File: src/rtl/uart_pkg.sv
// rtl/uart_pkg.sv - shared UART state encoding and line-level constants (UART_TX_PARITY_EN adds PARITY)
// Shared by the transmitter and receiver so both agree on framing levels.
package uart_pkg;

    typedef enum logic [2:0] {
        ST_IDLE   = 3'd0,
        ST_START  = 3'd1,
        ST_DATA   = 3'd2,
`ifdef UART_TX_PARITY_EN
        ST_PARITY = 3'd3,
`endif
        ST_STOP   = 3'd4
    } uart_state_e;

    localparam logic LINE_IDLE = 1'b1;
    localparam logic START_BIT = 1'b0;
    localparam logic STOP_BIT  = 1'b1;

`ifdef UART_TX_PARITY_EN
    function automatic logic parity_bit(input logic [7:0] data, input logic odd);
        return (^data) ^ odd;
    endfunction
`endif

endpackage

File: src/rtl/uart_baud_cnt.sv
// rtl/uart_baud_cnt.sv - bit-period counter, pulses bit_end on the last cycle of each bit
// Counts 0..NCLKS_PER_BIT-1 while enabled; clear has priority and parks the count at 0.
module uart_baud_cnt #(
    parameter int NCLKS_PER_BIT = 217
) (
    input  logic clk,
    input  logic rst,
    input  logic clear,
    input  logic enable,
    output logic bit_end
);

    localparam int CNT_W = $clog2(NCLKS_PER_BIT);
    localparam logic [CNT_W-1:0] CNT_LAST = CNT_W'(NCLKS_PER_BIT - 1);

    logic [CNT_W-1:0] cnt_q;
    logic [CNT_W-1:0] cnt_d;

    always_comb begin
        cnt_d = cnt_q;
        if (clear) begin
            cnt_d = '0;
        end else if (enable) begin
            if (cnt_q == CNT_LAST) begin
                cnt_d = '0;
            end else begin
                cnt_d = cnt_q + CNT_W'(1);
            end
        end
    end

    always_ff @(posedge clk or posedge rst) begin
        if (rst) begin
            cnt_q <= '0;
        end else begin
            cnt_q <= cnt_d;
        end
    end

    assign bit_end = enable && !clear && (cnt_q == CNT_LAST);

endmodule

File: src/rtl/uart_tx.sv
// rtl/uart_tx.sv - UART transmitter with one-entry holding register; UART_TX_PARITY_EN adds a parity bit
// Frames are start, 8 data bits LSB first, optional parity, stop; the line level is registered.
module uart_tx
    import uart_pkg::*;
#(
    parameter int NCLKS_PER_BIT = 217,
    parameter int PARITY_ODD    = 0
) (
    input  logic       clk,
    input  logic       rst,
    input  logic [7:0] i_tx_data,
    input  logic       i_tx_valid,
    output logic       o_tx_ready,
    output logic       o_tx_serial,
    output logic       o_tx_busy,
    output logic       o_tx_done
);

    generate
        if (NCLKS_PER_BIT < 4 || PARITY_ODD < 0 || PARITY_ODD > 1) begin : g_bad_params
            $error("uart_tx: illegal parameter value");
        end
    endgenerate

    uart_state_e state_q, state_d;
    logic [7:0]  shift_q, shift_d;
    logic [7:0]  hold_q, hold_d;
    logic        hold_full_q, hold_full_d;
    logic [2:0]  bit_idx_q, bit_idx_d;
    logic        serial_q, serial_d;
    logic        bit_end;
    logic        accept;
    logic        in_idle;
    logic        tx_done;

    assign in_idle = (state_q == ST_IDLE);
    assign accept  = i_tx_valid && !hold_full_q;

    uart_baud_cnt #(
        .NCLKS_PER_BIT(NCLKS_PER_BIT)
    ) u_baud (
        .clk    (clk),
        .rst    (rst),
        .clear  (in_idle),
        .enable (!in_idle),
        .bit_end(bit_end)
    );

    always_comb begin
        state_d     = state_q;
        shift_d     = shift_q;
        hold_d      = hold_q;
        hold_full_d = hold_full_q;
        bit_idx_d   = bit_idx_q;
        tx_done     = 1'b0;

        case (state_q)
            ST_IDLE: begin
                // An idle transmitter starts the frame directly, skipping the holding register.
                if (accept) begin
                    shift_d   = i_tx_data;
                    bit_idx_d = 3'd0;
                    state_d   = ST_START;
                end
            end
            ST_START: begin
                if (bit_end) begin
                    bit_idx_d = 3'd0;
                    state_d   = ST_DATA;
                end
            end
            ST_DATA: begin
                if (bit_end) begin
                    bit_idx_d = bit_idx_q + 3'd1;
                    if (bit_idx_q == 3'd7) begin
`ifdef UART_TX_PARITY_EN
                        state_d = ST_PARITY;
`else
                        state_d = ST_STOP;
`endif
                    end
                end
            end
`ifdef UART_TX_PARITY_EN
            ST_PARITY: begin
                if (bit_end) begin
                    state_d = ST_STOP;
                end
            end
`endif
            ST_STOP: begin
                if (bit_end) begin
                    tx_done = 1'b1;
                    if (hold_full_q) begin
                        shift_d     = hold_q;
                        hold_full_d = 1'b0;
                        bit_idx_d   = 3'd0;
                        state_d     = ST_START;
                    end else begin
                        state_d = ST_IDLE;
                    end
                end
            end
            default: begin
                state_d = ST_IDLE;
            end
        endcase

        // Written after the drain so a same-edge write leaves the register full.
        if (accept && !in_idle) begin
            hold_d      = i_tx_data;
            hold_full_d = 1'b1;
        end
    end

    always_comb begin
        serial_d = LINE_IDLE;
        case (state_d)
            ST_IDLE:   serial_d = LINE_IDLE;
            ST_START:  serial_d = START_BIT;
            ST_DATA:   serial_d = shift_d[bit_idx_d];
`ifdef UART_TX_PARITY_EN
            ST_PARITY: serial_d = parity_bit(shift_d, PARITY_ODD[0]);
`endif
            ST_STOP:   serial_d = STOP_BIT;
            default:   serial_d = LINE_IDLE;
        endcase
    end

    always_ff @(posedge clk or posedge rst) begin
        if (rst) begin
            state_q     <= ST_IDLE;
            shift_q     <= '0;
            hold_q      <= '0;
            hold_full_q <= 1'b0;
            bit_idx_q   <= '0;
            serial_q    <= LINE_IDLE;
        end else begin
            state_q     <= state_d;
            shift_q     <= shift_d;
            hold_q      <= hold_d;
            hold_full_q <= hold_full_d;
            bit_idx_q   <= bit_idx_d;
            serial_q    <= serial_d;
        end
    end

    assign o_tx_ready  = !hold_full_q;
    assign o_tx_serial = serial_q;
    assign o_tx_busy   = !in_idle;
    assign o_tx_done   = tx_done;

endmodule

File: config.mk
export PLATFORM = sky130hd
export DESIGN_NAME = uart_tx
export DESIGN_NICKNAME = d
export VERILOG_FILES = /design/src/rtl/uart_pkg.sv /design/src/rtl/uart_baud_cnt.sv /design/src/rtl/uart_tx.sv
export SDC_FILE = /design/constraint.sdc
export NUM_CORES = 1
export LEC_CHECK = 0
export CORE_MARGIN = 1.5
export CORE_UTILIZATION = 30
export DETAILED_ROUTE_END_ITERATION = 10
export GPL_ROUTABILITY_DRIVEN = 0
export SKIP_CTS_REPAIR_TIMING = 1
export SLEW_MARGIN = 20
export SYNTH_ARGS = -nofsm -noshare
export SYNTH_HDL_FRONTEND = slang
export SYNTH_SLANG_ARGS = --single-unit
File: constraint.sdc
create_clock -name clk -period 3.4 [get_ports clk]
set_input_delay 1.02 -clock clk [delete_from_list [all_inputs] [get_ports clk]]
set_output_delay 1.02 -clock clk [all_outputs]
set_load 0.1 [all_outputs]
**Floorplan with the power grid**

Bar = 20 µm. Pins as bars on the die edge.
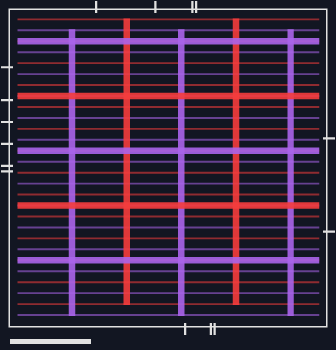
VDD -> red
VSS -> purple
rows = 27
met4 straps = 5
met1 rails = 28

**Cell classes on the final placement**

Fill, decap, tap and diode cells in grey.
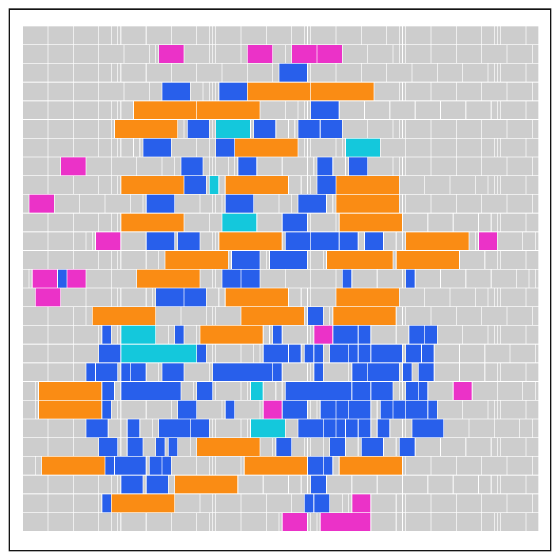
clock drivers and dummy loads -> cyan  # cells 8, share of their area 5.5%
flip-flops -> orange  # cells 32, share of their area 41%
all other logic -> blue  # cells 117, share of their area 45%
other buffers and delay cells -> magenta  # cells 17, share of their area 8.4%
FP Rows: 27
flop share of the area: 39.16%

**Routed clock nets over the placement**

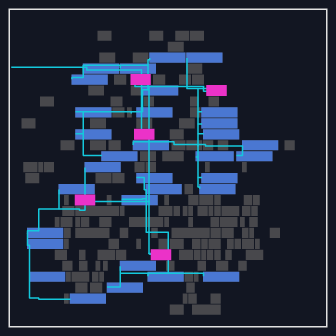
clock wires -> cyan  # length 419 µm
cells driving clock nets -> magenta  # count 5
flip-flops -> blue  # count 32
routed clock nets = 6

==> deck_impl_summary.md <==
Implementation Results

Status
  – Status: completed

Floorplan
  – IO Count: 15
  – Tapcells: between 70 and 80
  – Die Area: 0.006159 mm²
  – Core ar.: 0.005507 mm²
  – Die W: roughly 78 µm
  – Die height: 78.48 µm
  – Starting Density: ~31%

Yosys
  – Largest area contributor in the synthesized netlist: dfrtp_1
  – Main area contributors: dfrtp_1 45%, mux2_2 7.9%, a22o_1 4.1%, ha_1 3.7%, a21o_1 3.5%
  – EDFF count, synth: 0
  – Ys flops: 32
  – MUX area fraction: under 10%
  – Yosys aoi share: 15.52%
  – Count leader, synth: dfrtp_1
  – Synthesized Nets: 169
  – Synth Seq Share: 46.93%
  – Syn Std Cell Area: 0.001709 mm²
  – Synth unique cells: ~40
  – Synth async-reset ratio: 100.0%
  – Yosys simple share: 17.72%
  – Logic family by area: simple AND/OR/NAND/NOR gates
  – Adder share: 3.660%
  – Mean Syn Cell Area: 11.17 µm²
  – Synth top area share: between 40% and 50%
  – Post-synthesis cell count: 153
  – Synth top cells by count: 31 x dfrtp_1, 15 x nor2_1, 12 x mux2_2
  – Yosys cell count: 153
  – Yosys chip area: about 0.0017 mm²
  – Ys Warns: 0
  – Post-synth top flop: dfrtp_1
  – XOR/XNOR Area Share: under 10%

CTS
  – CTS Root Buffer Type: clkbuf_8
  – Clk sink count: 32
  – CTS Buffer Depth: 2
  – CTS tree: done
  – H-tree depth: 2
  – Insertion Delay late pin: 280 ps
  – Total CTS buffers: 5
  – Clock transition at path regs: approximately 60 ps

Worst setup path
  – Worst R2R Path Depth: 8
  – Worst setup path endpoint: o_tx_done
  – CP arrival: 2140 ps
  – Worst r2r dst: o_tx_serial
  – CP required: 2380 ps
  – Slowest stage delay, CP: 410 ps
  – Worst setup EP type: primary output
  – Worst path bufs/invs: 3
  – Crit-path cells: inv_1, ha_1, nand3b_1, or2_1, or3_1, inv_1, buf_12
  – Critical path startpoint: u_baud.cnt_q[0]
  – Critical path fanouts, max: 8
  – WP depth: 7
  – Crit-path most repeated cell: inv_1
  – R2R Setup Slk: about 930 ps
  – CP top delay family: simple AND/OR/NAND/NOR gates
  – Crit Path Class: flop to primary output
  – R2r startpoint: state_q[1]
  – Crit path launch type: flop

Final timing
  – Cycle use final: 93.01%
  – RSZ-0062 raised after global routing: no
  – Setup TNS: 0 ps
  – Fin Hold WS: 473.0 ps
  – PnR worst setup slack: 237.7 ps
  – Min Tclk post-route: 3162 ps
  – Slew HR: 64.40%
  – Fmax: 0.3162 GHz
  – # setup viols final: 0
  – Worst slew pin tran: 531.8 ps
  – Pins Over Slew Limit: 0

Global route
  – M1 GR Usage: 14.99%
  – Vias in the first global route: roughly 1,100
  – Remaining global-route overflow: 0
  – Top Usage Layer GRT: met2
  – Met3 usage in global routing: 3.721%
  – Antenna violations before repair: 0
  – Global-route wire length before repair: around 5200 µm
  – GR Util met2: about 16%

Cells and area
  – Logic cell area: 857.1 µm²
  – Count of nets after finishing: approximately 190
  – Antenna cell count: 0
  – Comb/total area: 41.84%
  – Flop count: 32
  – ClkCell Share: 5.254%
  – Largest cell class by area: combinational gates
  – Post-route insts no fill: 246
  – Final core occ: 37.20%
  – Storage cell area: around 800 µm²
  – Non-clock inverter count in the final layout: 7
  – Registers with the most flip-flops: hold_q (8), shift_q (8), u_baud.cnt_q (8)
  – Finished Cell Area: 0.002048 mm²
  – Area grow syn2layout: 19.84%
  – Data buffer area share: 8.064%
  – Most frequent logic cell in the layout: dfrtp_1
  – Clkbuf count: 6
  – Layout cell share with drive strength beyond 1: 22.99%
  – Multi-input gates: 110

Drt
  – Max Used Layer: met4
  – Metal-1 WL: 1572 µm
  – Drt pass-1 iters: 4
  – Routed vias/inst: 4.854
  – Initial DRC Count: between 50 and 60
  – Wire length per cell: 12.73 µm
  – Met2 wire length: 1375 µm
  – Vias: 1,194
  – Post-Route WL: 3132 µm
  – DRC viols: 0
  – Met3 WL: between 100 and 150 µm
  – Post-DRT Antenna Nets: 0

Pwr
  – Pint: 0.6275 mW
  – Tot Pwr: 0.7822 mW
  – Logic power comb: 0.0341 mW
  – Switching power: 0.1547 mW
  – Sequential fraction of design power: 50.4%
  – Clock share of power: 45.2%
  – Leak Pwr: 0.9758 nW
  – Power Clock: 0.354 mW
  – Gate power share: 4.4%
  – Power per cell area: 381.9 mW/mm²
  – P_seq: 0.394 mW
  – Switching part of the total power: 19.78%
  – VDD IR max: 182.1 µV
  – Pwr top: sequential cells

Min path
  – Hold path endpoint: shift_q[2]
  – Worst Hold Launch: shift_q[2]
  – Min-delay worst type: flop to flop

Job
  – Tool warnings: 27

Placement
  – DP Area: about 0.0019 mm²
  – Placed insts: 238
  – Dpl ws: slightly below 400 ps
  – Buffers on Ports: 14
  – Hpwl dp: 2291 µm
Power figures rest on the tool's default switching activity, not on a simulated workload.
